===== config.mk =====
export PLATFORM = sky130hd
export DESIGN_NAME = sync_arith_unit_pipe
export DESIGN_NICKNAME = d
export VERILOG_FILES = /design/src/rtl/sync_arith_pkg.sv /design/src/rtl/sync_arith_flags.sv /design/src/rtl/sync_arith_unit_pipe.sv
export SDC_FILE = /design/constraint.sdc
export NUM_CORES = 1
export LEC_CHECK = 0
export CORE_MARGIN = 10
export CORE_UTILIZATION = 51
export CTS_CLUSTER_DIAMETER = 80
export DETAILED_ROUTE_END_ITERATION = 7
export HOLD_SLACK_MARGIN = 0.02
export MAX_ROUTING_LAYER = met4
export PLACE_DENSITY = 0.74
export SLEW_MARGIN = 40
export SYNTH_ARGS = -nofsm -noshare
export SYNTH_HDL_FRONTEND = slang
export SYNTH_SLANG_ARGS = --single-unit
export TNS_END_PERCENT = 10

===== constraint.sdc =====
create_clock -name i_clk -period 13.4 [get_ports i_clk]
set_input_delay 2.68 -clock i_clk [delete_from_list [all_inputs] [get_ports i_clk]]
set_output_delay 2.68 -clock i_clk [all_outputs]
set_load 0.01 [all_outputs]

===== src/rtl/sync_arith_pkg.sv =====
// -----------------------------------------------------------------------------
// sync_arith_pkg
//   Shared definitions for the pipelined synchronous arithmetic unit:
//   opcode enumeration, status-bit indices and the shift-amount range check.
// -----------------------------------------------------------------------------
package sync_arith_pkg;

  typedef enum logic [2:0] {
    OP_CONV = 3'b000,  // two's complement -> sign-magnitude
    OP_CMP  = 3'b001,  // signed A > B
    OP_SET  = 3'b010,  // set bit B of A
    OP_SHL  = 3'b011,  // logical shift left A by B
    OP_ADD  = 3'b100,  // A + B with overflow
    OP_SUB  = 3'b101   // A - B with overflow
  } op_t;

  // Bit positions inside the 4-bit status word.
  localparam int ST_ERR  = 3;
  localparam int ST_ODD  = 2;
  localparam int ST_ZERO = 1;
  localparam int ST_OVF  = 0;

  // True when a signed bit index/shift amount addresses a bit of a
  // bits-wide word. The amount arrives sign-extended to 64 bits, which
  // covers every operand width up to 64.
  function automatic logic shamt_ok(input logic signed [63:0] amt,
                                    input int unsigned        bits);
    return (amt >= 0) && (amt < longint'(bits));
  endfunction

endpackage


===== src/rtl/sync_arith_flags.sv =====
// -----------------------------------------------------------------------------
// sync_arith_flags
//   Combinational result flags for the output stage.
//   Ports:
//     value      in  BITS  result word
//     zeros      out 1     value is all zeros
//     odd_zeros  out 1     number of 0 bits in value is odd
// -----------------------------------------------------------------------------
module sync_arith_flags #(
  parameter int BITS = 32
) (
  input  logic [BITS-1:0] value,
  output logic            zeros,
  output logic            odd_zeros
);

  assign zeros = (value == '0);

  // Parity of the inverted word is the parity of the zero-bit count,
  // independent of whether BITS is even or odd.
  assign odd_zeros = ^(~value);

endmodule


===== src/rtl/sync_arith_unit_pipe.sv =====
// -----------------------------------------------------------------------------
// sync_arith_unit_pipe
//   Two-stage pipelined signed arithmetic unit with valid/ready handshake on
//   both sides, overflow detection for ADD/SUB, illegal-op / range errors and
//   a saturating error counter.
//   Stage 1 registers the op result plus error/overflow; stage 2 registers the
//   result with the full status word and drives the outputs.
//   Ports:
//     i_clk      in   1         clock, rising edge
//     i_reset    in   1         synchronous active-high reset
//     i_arg_A    in   BITS      operand A, signed
//     i_arg_B    in   BITS      operand B, signed
//     i_op       in   3         opcode (op_t); 110/111 are illegal
//     i_valid    in   1         operands/op valid
//     o_ready    out  1         unit accepts this cycle
//     o_result   out  BITS      result, signed
//     o_status   out  4         {ERROR, ODD_ZEROS, ZEROS, OVERFLOW}
//     o_valid    out  1         o_result/o_status valid
//     i_ready    in   1         downstream accepts result
//     o_err_cnt  out  CNT_BITS  saturating count of ERROR results
// -----------------------------------------------------------------------------
module sync_arith_unit_pipe
  import sync_arith_pkg::*;
#(
  parameter int BITS     = 32,
  parameter int CNT_BITS = 8
) (
  input  logic                   i_clk,
  input  logic                   i_reset,
  input  logic signed [BITS-1:0] i_arg_A,
  input  logic signed [BITS-1:0] i_arg_B,
  input  logic [2:0]             i_op,
  input  logic                   i_valid,
  output logic                   o_ready,
  output logic [BITS-1:0]        o_result,
  output logic [3:0]             o_status,
  output logic                   o_valid,
  input  logic                   i_ready,
  output logic [CNT_BITS-1:0]    o_err_cnt
);

  localparam logic [BITS-1:0] MIN_NEG = {1'b1, {(BITS-1){1'b0}}};
  localparam logic [BITS-1:0] ONE     = BITS'(1);

  // ---------------------------------------------------------------------------
  // Handshake control
  // ---------------------------------------------------------------------------
  logic s1_valid;
  logic s2_adv;
  logic s1_adv;

  assign s2_adv  = !o_valid || i_ready;
  assign s1_adv  = !s1_valid || s2_adv;
  // Depends only on pipeline state and i_ready, never on i_valid.
  assign o_ready = s1_adv;

  // ---------------------------------------------------------------------------
  // Stage-1 datapath (combinational)
  // ---------------------------------------------------------------------------
  op_t             op;
  logic            shamt_valid;
  logic [BITS-1:0] neg_a;
  logic [BITS-1:0] sum;
  logic [BITS-1:0] diff;
  logic [BITS-1:0] op_res;
  logic            op_err;
  logic            op_ovf;

  assign op          = op_t'(i_op);
  assign shamt_valid = shamt_ok(64'(i_arg_B), BITS);
  assign neg_a       = -i_arg_A;
  assign sum         = i_arg_A + i_arg_B;
  assign diff        = i_arg_A - i_arg_B;

  always_comb begin
    // NOTE: every variable gets a default before the case so no path can
    // leave it unassigned and infer a latch.
    op_res = '0;
    op_err = 1'b0;
    op_ovf = 1'b0;
    case (op)
      OP_CONV: begin
        if (i_arg_A == MIN_NEG)   op_err = 1'b1;  // no positive counterpart
        else if (i_arg_A[BITS-1]) op_res = {1'b1, neg_a[BITS-2:0]};
        else                      op_res = i_arg_A;
      end
      OP_CMP:  op_res = (i_arg_A > i_arg_B) ? ONE : '0;
      OP_SET: begin
        if (!shamt_valid) op_err = 1'b1;
        else              op_res = i_arg_A | (ONE << i_arg_B);
      end
      OP_SHL: begin
        if (!shamt_valid) op_err = 1'b1;
        else              op_res = i_arg_A << i_arg_B;
      end
      OP_ADD: begin
        op_res = sum;
        op_ovf = (i_arg_A[BITS-1] == i_arg_B[BITS-1]) &&
                 (sum[BITS-1] != i_arg_A[BITS-1]);
      end
      OP_SUB: begin
        op_res = diff;
        op_ovf = (i_arg_A[BITS-1] != i_arg_B[BITS-1]) &&
                 (diff[BITS-1] != i_arg_A[BITS-1]);
      end
      default: op_err = 1'b1;  // 110 / 111
    endcase
    if (op_err) begin
      op_res = '0;
      op_ovf = 1'b0;
    end
  end

  // ---------------------------------------------------------------------------
  // Stage 1 registers
  // ---------------------------------------------------------------------------
  logic [BITS-1:0] s1_result;
  logic            s1_err;
  logic            s1_ovf;

  // NOTE: sequential state uses non-blocking assignments so every register
  // samples the pre-edge values regardless of statement order.
  always_ff @(posedge i_clk) begin
    if (i_reset) begin
      s1_valid <= 1'b0;
    end else if (s1_adv) begin
      s1_valid <= i_valid;
    end
  end

  // NOTE: payload registers carry no reset; they are only observed while
  // the matching valid bit is set, which is reset.
  always_ff @(posedge i_clk) begin
    if (s1_adv && i_valid) begin
      s1_result <= op_res;
      s1_err    <= op_err;
      s1_ovf    <= op_ovf;
    end
  end

  // ---------------------------------------------------------------------------
  // Stage 2: flags, status and outputs
  // ---------------------------------------------------------------------------
  logic       flag_zero;
  logic       flag_odd;
  logic [3:0] s1_status;

  sync_arith_flags #(.BITS(BITS)) u_flags (
    .value     (s1_result),
    .zeros     (flag_zero),
    .odd_zeros (flag_odd)
  );

  always_comb begin
    s1_status = '0;
    if (s1_err) begin
      s1_status[ST_ERR] = 1'b1;
    end else begin
      s1_status[ST_ODD]  = flag_odd;
      s1_status[ST_ZERO] = flag_zero;
      s1_status[ST_OVF]  = s1_ovf;
    end
  end

  always_ff @(posedge i_clk) begin
    if (i_reset) begin
      o_valid   <= 1'b0;
      o_result  <= '0;
      o_status  <= '0;
      o_err_cnt <= '0;
    end else if (s2_adv) begin
      o_valid <= s1_valid;
      if (s1_valid) begin
        o_result <= s1_result;
        o_status <= s1_status;
        if (s1_err && (o_err_cnt != '1)) begin
          o_err_cnt <= o_err_cnt + CNT_BITS'(1);
        end
      end
    end
  end

endmodule


### Signal wires on met1, run 1

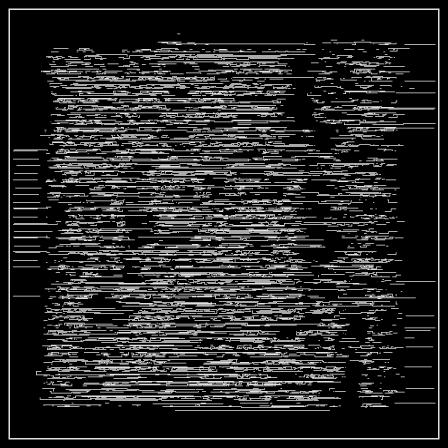
wire length on this layer: 16300 um
nets with wire on the layer: 1503

### Met2 routing, run 1

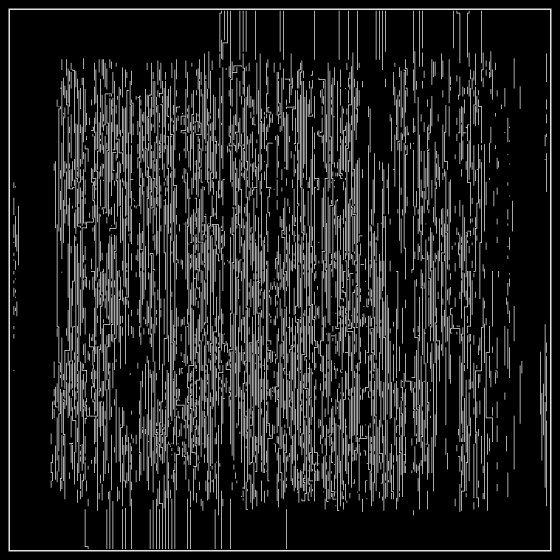
nets with wire on the layer: 1323
longest straight run: 57.5 um
share of all routed wire: 45%

==> run_summary.xml, run 1 <==
<?xml version="1.0" encoding="UTF-8"?>
<metrics>
  <group name="synthesis">
    <metric name="area_leaders" unit="">sky130_fd_sc_hd__edfxtp_1, sky130_fd_sc_hd__ha_1, sky130_fd_sc_hd__dfxtp_1</metric>
    <metric name="distinct_lib_cells_used" unit="">69</metric>
    <metric name="ys_ff" unit="">80</metric>
    <metric name="edf_count" unit="">34</metric>
    <metric name="synthTopCellsByCount" unit="">sky130_fd_sc_hd__nand2_1, sky130_fd_sc_hd__a21oi_1, sky130_fd_sc_hd__nor2_1</metric>
    <metric name="syn-instance-count" unit="">1418</metric>
    <metric name="yosysCellCount" unit="">1418</metric>
    <metric name="ys_async_sr_fraction" unit="%">0</metric>
    <metric name="synth_sequential_area_ratio" unit="%">19.3</metric>
    <metric name="post-synth-top-area-fraction" unit="%">10.2</metric>
    <metric name="ys_dominant_reg_cell" unit="">sky130_fd_sc_hd__dfxtp_1</metric>
    <metric name="synthDominantAreaCellType" unit="">sky130_fd_sc_hd__edfxtp_1</metric>
    <metric name="yosysChipArea" unit="um^2">10100</metric>
    <metric name="postSynthAreaPerCell" unit="um^2">7.09</metric>
    <metric name="yosys_warnings" unit="">0</metric>
    <metric name="top_cell" unit="">sky130_fd_sc_hd__nand2_1</metric>
    <metric name="postSynthNetCount" unit="">1572</metric>
    <metric name="synth.cell_area" unit="um^2">10100</metric>
  </group>
  <group name="min_path">
    <metric name="class_of_the_tightest_hold_or_removal_check" unit="">reg -&gt; reg</metric>
    <metric name="hp-start" unit="">o_result[17]</metric>
  </group>
  <group name="final_layout">
    <metric name="layout_top_cells" unit="">sky130_fd_sc_hd__nand2_1, sky130_fd_sc_hd__a21oi_1, sky130_fd_sc_hd__nor2_1</metric>
    <metric name="combinational_gate_area" unit="um^2">7380</metric>
    <metric name="ff_latch_area" unit="um^2">1940</metric>
    <metric name="post_layout_nonfiller_instances" unit="">1745</metric>
    <metric name="mostFrequentLayoutCell" unit="">sky130_fd_sc_hd__nand2_1</metric>
    <metric name="antenna_cells" unit="">0</metric>
    <metric name="fillers" unit="">1889</metric>
    <metric name="fraction_of_layout_cells_with_a_size_suffix_above_1" unit="%">5.14</metric>
    <metric name="layout-area-overhead-vs-synth" unit="%">16.2</metric>
    <metric name="final_nets" unit="">1629</metric>
  </group>
  <group name="final_timing">
    <metric name="finalClockSkew" unit="ns">0.00902</metric>
    <metric name="worst_slew_margin_rel" unit="%">48.3</metric>
    <metric name="report.final.slew_viol_count" unit="">0</metric>
    <metric name="fin_tns_setup" unit="ns">0</metric>
    <metric name="min_period" unit="ns">6.98</metric>
    <metric name="maxClockFrequency" unit="GHz">0.143</metric>
    <metric name="fin_ws" unit="ns">6.42</metric>
    <metric name="rsz_0062_raised_after_global_routing" unit="">no</metric>
    <metric name="post-route-period-util" unit="%">52.1</metric>
    <metric name="tightestPinTransition" unit="ns">0.769</metric>
    <metric name="final_hold_viol_count" unit="">0</metric>
    <metric name="holdWs" unit="ns">0.453</metric>
    <metric name="finalSetupViolCount" unit="">0</metric>
  </group>
  <group name="route">
    <metric name="routed-via-count" unit="">11300</metric>
    <metric name="via_per_inst" unit="">6.50</metric>
    <metric name="ant_nets" unit="">0</metric>
    <metric name="post-route-drc-count" unit="">0</metric>
    <metric name="drt_first_iter_violations" unit="">1466</metric>
    <metric name="drt-total-wl" unit="um">39800</metric>
    <metric name="detail_route.wl_per_cell" unit="um">22.8</metric>
    <metric name="drt_pre_antenna_iters" unit="">6</metric>
  </group>
  <group name="place">
    <metric name="place.gp.congestion" unit="">1.07</metric>
    <metric name="port_buffers" unit="">116</metric>
    <metric name="place_ws" unit="ns">6.20</metric>
    <metric name="placed_cells" unit="">1729</metric>
    <metric name="detailed_place_hpwl" unit="um">31300</metric>
  </group>
  <group name="critical_path">
    <metric name="rr_worst_depth" unit="">9</metric>
    <metric name="timing.rr.start" unit="">o_valid</metric>
    <metric name="regToRegSetupSlack" unit="ns">11.13</metric>
    <metric name="crit_path_end" unit="">s1_result[17]</metric>
    <metric name="start_kind" unit="">input port</metric>
    <metric name="end_kind" unit="">flip-flop</metric>
    <metric name="critical_path_rt" unit="ns">13.48</metric>
    <metric name="critical_path.reg2reg.endpoint" unit="">o_err_cnt[5]</metric>
    <metric name="cp_data_arrival_time" unit="ns">7.06</metric>
    <metric name="cp-startpoint" unit="">i_arg_B[4]</metric>
    <metric name="setup.worst_path.class" unit="">in -&gt; reg</metric>
    <metric name="critical_path.max_fanout" unit="">25</metric>
  </group>
  <group name="status">
    <metric name="outcome" unit="">finished clean</metric>
  </group>
  <group name="die">
    <metric name="core_area" unit="um^2">19400</metric>
    <metric name="floorplan.io_pins" unit="">117</metric>
    <metric name="die_w" unit="um">160</metric>
    <metric name="dieArea" unit="um^2">25700</metric>
    <metric name="initial_core_utilization" unit="%">51.8</metric>
    <metric name="die_h" unit="um">160</metric>
    <metric name="row_count" unit="">51</metric>
  </group>
  <group name="global_route">
    <metric name="globalRoute.totalOverflow" unit="">0</metric>
    <metric name="initial_antenna_violation_count" unit="">0</metric>
    <metric name="number_of_global_route_vias_before_repair" unit="">10400</metric>
    <metric name="first_pass_grt_wire_length" unit="um">61400</metric>
    <metric name="maximum_number_of_pins_on_one_net_before_global_route_repair" unit="">51</metric>
    <metric name="groute.usage.overall" unit="%">30.3</metric>
  </group>
  <group name="power">
    <metric name="powerDensity" unit="nW/um^2">80.2</metric>
    <metric name="worst_ir_drop_vdd" unit="V">0.0000695</metric>
    <metric name="power.static_leakage" unit="nW">4.49</metric>
    <metric name="post-layout-total-power" unit="mW">0.937</metric>
  </group>
  <group name="clock_network">
    <metric name="post-cts-setup-buffer-count" unit="">0</metric>
    <metric name="cts_root_buffer" unit="">sky130_fd_sc_hd__clkbuf_16</metric>
    <metric name="cts_repair_resize_count" unit="">0</metric>
    <metric name="cts_made_buffers" unit="">9</metric>
    <metric name="clk_transition_reported_paths" unit="ns">0.07</metric>
    <metric name="h-tree-depth" unit="">3</metric>
    <metric name="cts_num_sinks" unit="">80</metric>
    <metric name="worstSkewPairLatency" unit="ns">0.34</metric>
    <metric name="cts_tree" unit="">done</metric>
    <metric name="ctsLongestPathBuffers" unit="">2</metric>
    <metric name="hold_buffers" unit="">0</metric>
  </group>
  <group name="job">
    <metric name="drv_cap" unit="">0</metric>
    <metric name="warning_count" unit="">57</metric>
  </group>
</metrics>
### Metal 3, run 1

Scale bar: 50 um. Cells faint in the background.
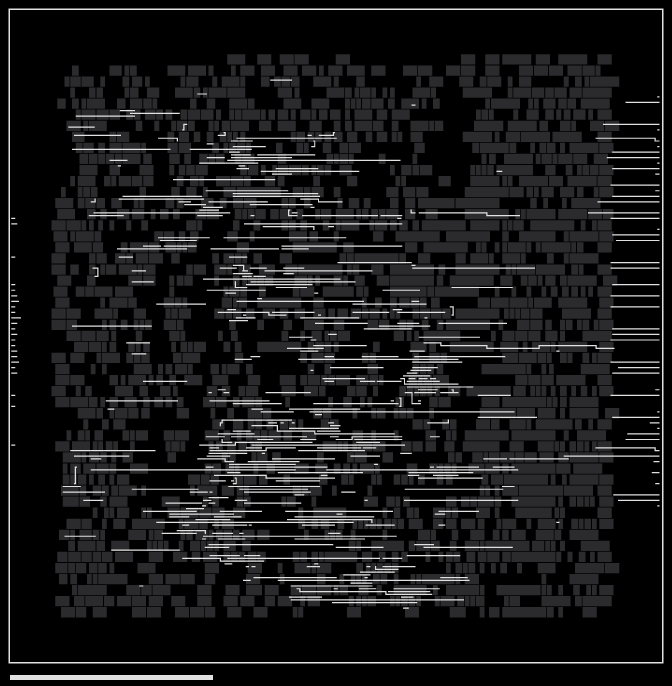
share of all routed wire: 9.6%
nets with wire on the layer: 276

### The metal 4 layer, run 1

Scale bar: 50 um.
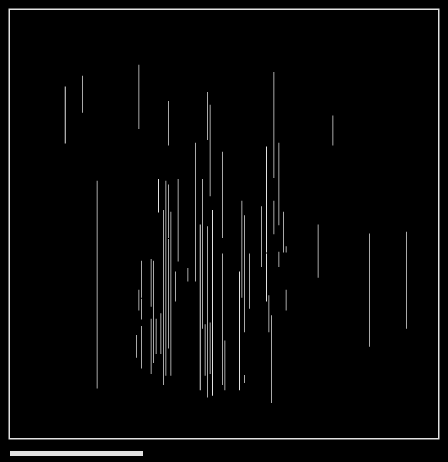
share of all routed wire: 4.1%
longest straight run: 77.5 um
wire length on this layer: 1610 um
nets with wire on the layer: 47

run 1: kinds of logic after synthesis:
kind of cell               after synthesis  share of synthesized area (%)
AOI/OAI and AO/OA                      423                           26.4
xor gates and xnor gates                66                           5.75
adders and majority gates               83                           10.5
buffers and inverters                  199                           7.53
DFF                                     80                           19.3
muxes                                   55                           6.45
and+or+nand+nor                        512                           24.1
run 1: state kept, by name (all words and copies together) (netlist names):
name	flops
s1_ovf	1
s1_valid	1
s1_result	32
o_err_cnt	8
o_valid	1
o_status	4
s1_err	1
o_result	32
run 1: final cells by class:
cell class / count / share of cell area [%]
clock buffers: 9 / 1.93
clock inverters: 7 / 0.728
inverters: 107 / 3.44
multi-input cells: 1139 / 63.1
flip-flops and latches: 80 / 16.6
well taps: 265 / 2.84
repair buffers: 138 / 11.3
run 1: per-stage QoR:
step	area, um^2	util (%)
after floorplan	10100	-
after global placement	11400	58.5
after detailed placement	11400	58.6
after CTS	11700	60.2
after global routing	11700	60.2
final	11700	60.2
run 1: report_power, final:
group	total [mW]	switching, mW	internal (mW)
Combinational	0.395	0.237	0.158
Clock	0.260	0.111	0.149
Sequential	0.283	0.0103	0.273
Total	0.937	0.358	0.579
run 1: worst min path at each step:
stage / slack, ns / depth (start not counted) / to
after floorplan: 0.48 / 2 / o_status[0]
after global placement: 0.44 / 2 / o_result[17]
after detailed placement: 0.45 / 2 / o_result[17]
after CTS: 0.46 / 2 / o_result[17]
after global routing: 0.48 / 2 / o_result[0]
final: 0.45 / 2 / o_result[17]
run 1: worst max-delay path: stages:
cell and delay [ns]:
sky130_fd_sc_hd__clkdlybuf4s50_1 0.45, sky130_fd_sc_hd__buf_4 0.29, sky130_fd_sc_hd__inv_1 0.37, sky130_fd_sc_hd__ha_1 0.48
sky130_fd_sc_hd__inv_1 0.11, sky130_fd_sc_hd__a2111oi_0 0.40, sky130_fd_sc_hd__buf_4 0.21, sky130_fd_sc_hd__a211o_1 0.18
sky130_fd_sc_hd__a21oi_1 0.12, sky130_fd_sc_hd__o31ai_1 0.45, sky130_fd_sc_hd__a2111oi_0 0.19, sky130_fd_sc_hd__a211oi_1 0.43
sky130_fd_sc_hd__o32ai_1 0.19, sky130_fd_sc_hd__mux2i_1 0.35, sky130_fd_sc_hd__o211ai_1 0.14
run 1: routing by layer:
layer | track usage, % | share of wire, % | vias to the layer above
met3 | 5.04 | 9.6 | 124
met4 | 9.93 | 4.0 | 0
met5 | - | 0 | -
li1 | - | - | 5230
met1 | 38.4 | 41 | 5294
met2 | 48.2 | 45 | 689
### Routing congestion map, run 1

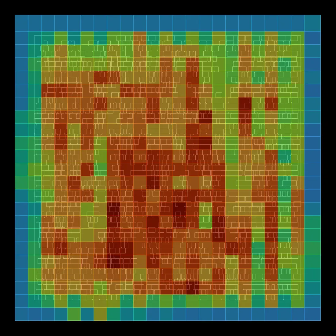

## Run 2: what changed since run 1
clock period = 7.2 ns   (was 13.4 ns; I/O delays follow)
### Routing congestion map, run 2

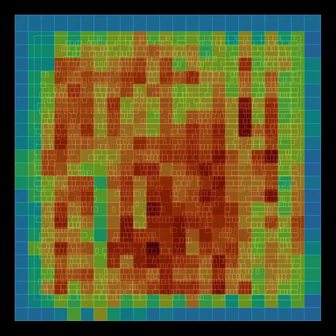
global routing usage on met1: 37.9%
final standard cell utilization of the core: 60.5%
most used routing layer: met2

### Metal 3, run 2

Scale bar: 50 um. Cells faint in the background.
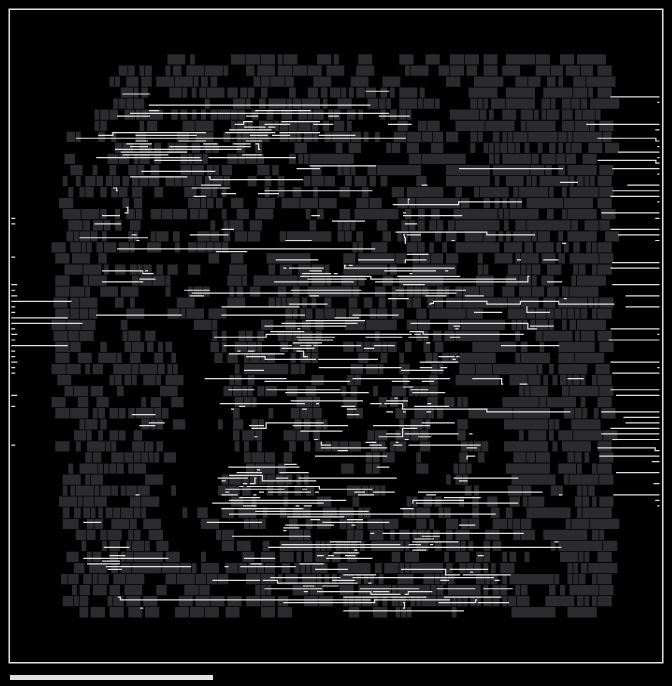
nets with wire on the layer: 283
main direction: horizontal
share of all routed wire: 10%
wire length on this layer: 4010 um
longest straight run: 81.0 um

### Met2 routing, run 2

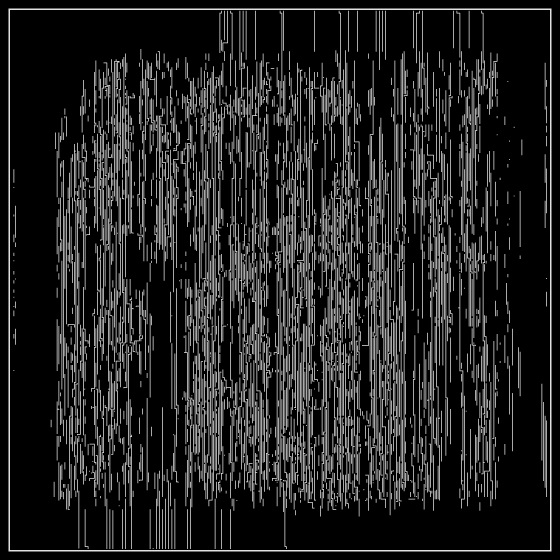
nets with wire on the layer: 1324
share of all routed wire: 44%
wire length on this layer: 17700 um

==> run 2 against run 1 <==
Setup slack lost 4.7 ns. Global-route usage is essentially flat. Via count shrank 0.42%. Combinational power grew 89%. Design area grew 0.49%. Clock skew is essentially flat. Total power grew 87%. Sequential share of layout area shrank 0.081 points. Critical path depth shrank 2. Final cell count grew 0.46%. Sequential power grew 86%. Largest power group unchanged.
==> run_summary.xml, run 2 <==
<?xml version="1.0" encoding="UTF-8"?>
<metrics>
  <group name="clock_network">
    <metric name="cts_num_sinks" unit="">80</metric>
    <metric name="post-cts-setup-buffer-count" unit="">0</metric>
    <metric name="ctsLongestPathBuffers" unit="">2</metric>
    <metric name="clk_transition_reported_paths" unit="ns">0.07</metric>
    <metric name="worstSkewPairLatency" unit="ns">0.34</metric>
    <metric name="cts_tree" unit="">done</metric>
    <metric name="cts_root_buffer" unit="">sky130_fd_sc_hd__clkbuf_16</metric>
    <metric name="cts_made_buffers" unit="">9</metric>
  </group>
  <group name="synthesis">
    <metric name="ys_ff" unit="">80</metric>
    <metric name="top_cell" unit="">sky130_fd_sc_hd__nand2_1</metric>
    <metric name="yosysChipArea" unit="um^2">10100</metric>
    <metric name="ys_sh_xor" unit="%">5.75</metric>
    <metric name="mux_area_share" unit="%">6.45</metric>
    <metric name="synthTopCellsByCount" unit="">sky130_fd_sc_hd__nand2_1, sky130_fd_sc_hd__a21oi_1, sky130_fd_sc_hd__nor2_1</metric>
    <metric name="yosysCellCount" unit="">1418</metric>
    <metric name="distinct_lib_cells_used" unit="">69</metric>
    <metric name="yosys.area_share.aoi" unit="%">26.4</metric>
    <metric name="ys_async_sr_fraction" unit="%">0</metric>
    <metric name="ys_dominant_reg_cell" unit="">sky130_fd_sc_hd__dfxtp_1</metric>
    <metric name="postSynthNetCount" unit="">1572</metric>
    <metric name="area_leaders" unit="">sky130_fd_sc_hd__edfxtp_1, sky130_fd_sc_hd__ha_1, sky130_fd_sc_hd__dfxtp_1</metric>
    <metric name="ys_sh_adder" unit="%">10.5</metric>
    <metric name="postSynthAreaPerCell" unit="um^2">7.09</metric>
    <metric name="synth.cell_area" unit="um^2">10100</metric>
    <metric name="post-synth-top-area-fraction" unit="%">10.2</metric>
    <metric name="yosys_warnings" unit="">0</metric>
    <metric name="synth_sequential_area_ratio" unit="%">19.3</metric>
    <metric name="synthDominantAreaCellType" unit="">sky130_fd_sc_hd__edfxtp_1</metric>
    <metric name="logic_family" unit="">AND-OR/OR-AND gates</metric>
    <metric name="edf_count" unit="">34</metric>
  </group>
  <group name="power">
    <metric name="worst_ir_drop_vdd" unit="V">0.000129</metric>
    <metric name="power.static_leakage" unit="nW">4.52</metric>
  </group>
  <group name="global_route">
    <metric name="globalRoute.totalOverflow" unit="">0</metric>
    <metric name="use_met3" unit="%">5.73</metric>
    <metric name="number_of_global_route_vias_before_repair" unit="">10600</metric>
    <metric name="gr-usage-met2" unit="%">46.7</metric>
    <metric name="initial_antenna_violation_count" unit="">0</metric>
    <metric name="first_pass_grt_wire_length" unit="um">61000</metric>
    <metric name="maximum_number_of_pins_on_one_net_before_global_route_repair" unit="">51</metric>
  </group>
  <group name="final_timing">
    <metric name="post-route-period-util" unit="%">76.4</metric>
    <metric name="finalClockSkew" unit="ns">0.00928</metric>
    <metric name="maxClockFrequency" unit="GHz">0.182</metric>
    <metric name="tightestPinTransition" unit="ns">0.839</metric>
    <metric name="finalSetupViolCount" unit="">0</metric>
    <metric name="min_period" unit="ns">5.50</metric>
    <metric name="report.final.slew_viol_count" unit="">0</metric>
    <metric name="fin_tns_setup" unit="ns">0</metric>
    <metric name="rsz_0062_raised_after_global_routing" unit="">no</metric>
    <metric name="worst_slew_margin_rel" unit="%">44.0</metric>
    <metric name="final_hold_viol_count" unit="">0</metric>
  </group>
  <group name="job">
    <metric name="drv_cap" unit="">0</metric>
  </group>
  <group name="route">
    <metric name="post-route-drc-count" unit="">0</metric>
    <metric name="ant_nets" unit="">0</metric>
    <metric name="drt-total-wl" unit="um">40000</metric>
    <metric name="drt_first_iter_violations" unit="">1508</metric>
    <metric name="via_per_inst" unit="">6.44</metric>
    <metric name="routed-via-count" unit="">11300</metric>
  </group>
  <group name="critical_path">
    <metric name="critical_path.cell_chain" unit="">clkdlybuf4s50_1 -&gt; inv_1 -&gt; ha_1 -&gt; or4b_4 -&gt; or4_4 -&gt; or4b_4 -&gt; nor4_4 -&gt; a21o_1 -&gt; a21oi_1 -&gt; o21ai_0 -&gt; o21ai_0 -&gt; a211oi_1 -&gt; o21ai_0</metric>
    <metric name="cp_data_arrival_time" unit="ns">5.58</metric>
    <metric name="critical_path.max_fanout" unit="">17</metric>
    <metric name="end_kind" unit="">flip-flop</metric>
    <metric name="critical_path_rt" unit="ns">7.28</metric>
    <metric name="crit_path_max_incr_delay" unit="ns">0.65</metric>
    <metric name="start_kind" unit="">input port</metric>
  </group>
  <group name="final_layout">
    <metric name="combinational_gate_area" unit="um^2">7380</metric>
    <metric name="mostFrequentLayoutCell" unit="">sky130_fd_sc_hd__nand2_1</metric>
    <metric name="ff_latch_area" unit="um^2">1940</metric>
    <metric name="fillers" unit="">1863</metric>
    <metric name="layout-area-overhead-vs-synth" unit="%">16.8</metric>
    <metric name="antenna_cells" unit="">0</metric>
    <metric name="fraction_of_layout_cells_with_a_size_suffix_above_1" unit="%">5.58</metric>
    <metric name="final_nets" unit="">1637</metric>
  </group>
  <group name="place">
    <metric name="port_buffers" unit="">116</metric>
    <metric name="place.gp.congestion" unit="">1.07</metric>
    <metric name="detailed_place_hpwl" unit="um">31200</metric>
    <metric name="cell_area_placed" unit="um^2">11400</metric>
  </group>
  <group name="die">
    <metric name="core_area" unit="um^2">19400</metric>
    <metric name="die_w" unit="um">160</metric>
    <metric name="floorplan.io_pins" unit="">117</metric>
    <metric name="row_count" unit="">51</metric>
  </group>
  <group name="status">
    <metric name="outcome" unit="">finished clean</metric>
  </group>
  <group name="min_path">
    <metric name="class_of_the_tightest_hold_or_removal_check" unit="">reg -&gt; reg</metric>
  </group>
</metrics>
-- run 2: worst paths after layout --
| kind | slack (ns) | from | endpoint | cells after the start |
|---|---|---|---|---|
| max | 1.70 | i_arg_A[0] | s1_result[28] | 13 |
| min | 0.45 | o_result[3] | o_result[3] | 2 |
| max reg2reg | 4.89 | o_valid | o_err_cnt[5] | 9 |
| min reg2reg | 0.45 | o_result[3] | o_result[3] | 2 |
-- run 2: area by class of cell --
type	count	area share, %
clock buffers	9	1.92
clock inverters	7	0.703
inverters	107	3.42
flip-flops and latches	80	16.5
well taps	265	2.82
repair buffers	146	11.8
multi-input cells	1139	62.8
-- run 2: layer usage --
metal	up-vias	routed length (um)	part of all wire, %
met1	5219	16500	41
met4	0	1860	4.6
met2	703	17700	44
met3	112	4010	10
li1	5255	-	-
met5	-	0	0
-- run 2: power by group --
| part | leakage, nW | total [mW] | internal (mW) | switching (mW) |
|---|---|---|---|---|
| clock | 0.155 | 0.485 | 0.277 | 0.208 |
| sequential | 0.719 | 0.527 | 0.508 | 0.0196 |
| combinational | 3.65 | 0.745 | 0.297 | 0.448 |
| total | 4.52 | 1.76 | 1.08 | 0.676 |
-- run 2: metrics by stage --
stage	instances	power (mW)	utilization (%)	hold WS, ns	setup WS, ns
6_report	1753	1.76	60.5	0.453	1.70
5_1_grt	1753	1.84	60.5	0.473	1.50
4_1_cts	1753	1.74	60.5	0.456	1.77
3_5_place_dp	1737	1.26	58.9	0.446	1.46
3_3_place_gp	1737	1.25	58.8	0.442	1.45
2_1_floorplan	1418	0.995	-	0.476	2.26
-- run 2: worst max-delay path, delay by kind of cell --
family | cells | cell delay [ns]
simple gates | 4 | 1.85
compound gates | 6 | 1.30
buf+inv | 2 | 0.79
fa+ha+maj | 1 | 0.21
-- run 2: cells by family after synthesis --
group / after synthesis
flops: 80
fa+ha+maj: 83
simple gates: 512
buf+inv: 199
xor+xnor: 66
compound gates: 423
mux: 55
No activity file was given, so power comes from the tool's default toggle rates.
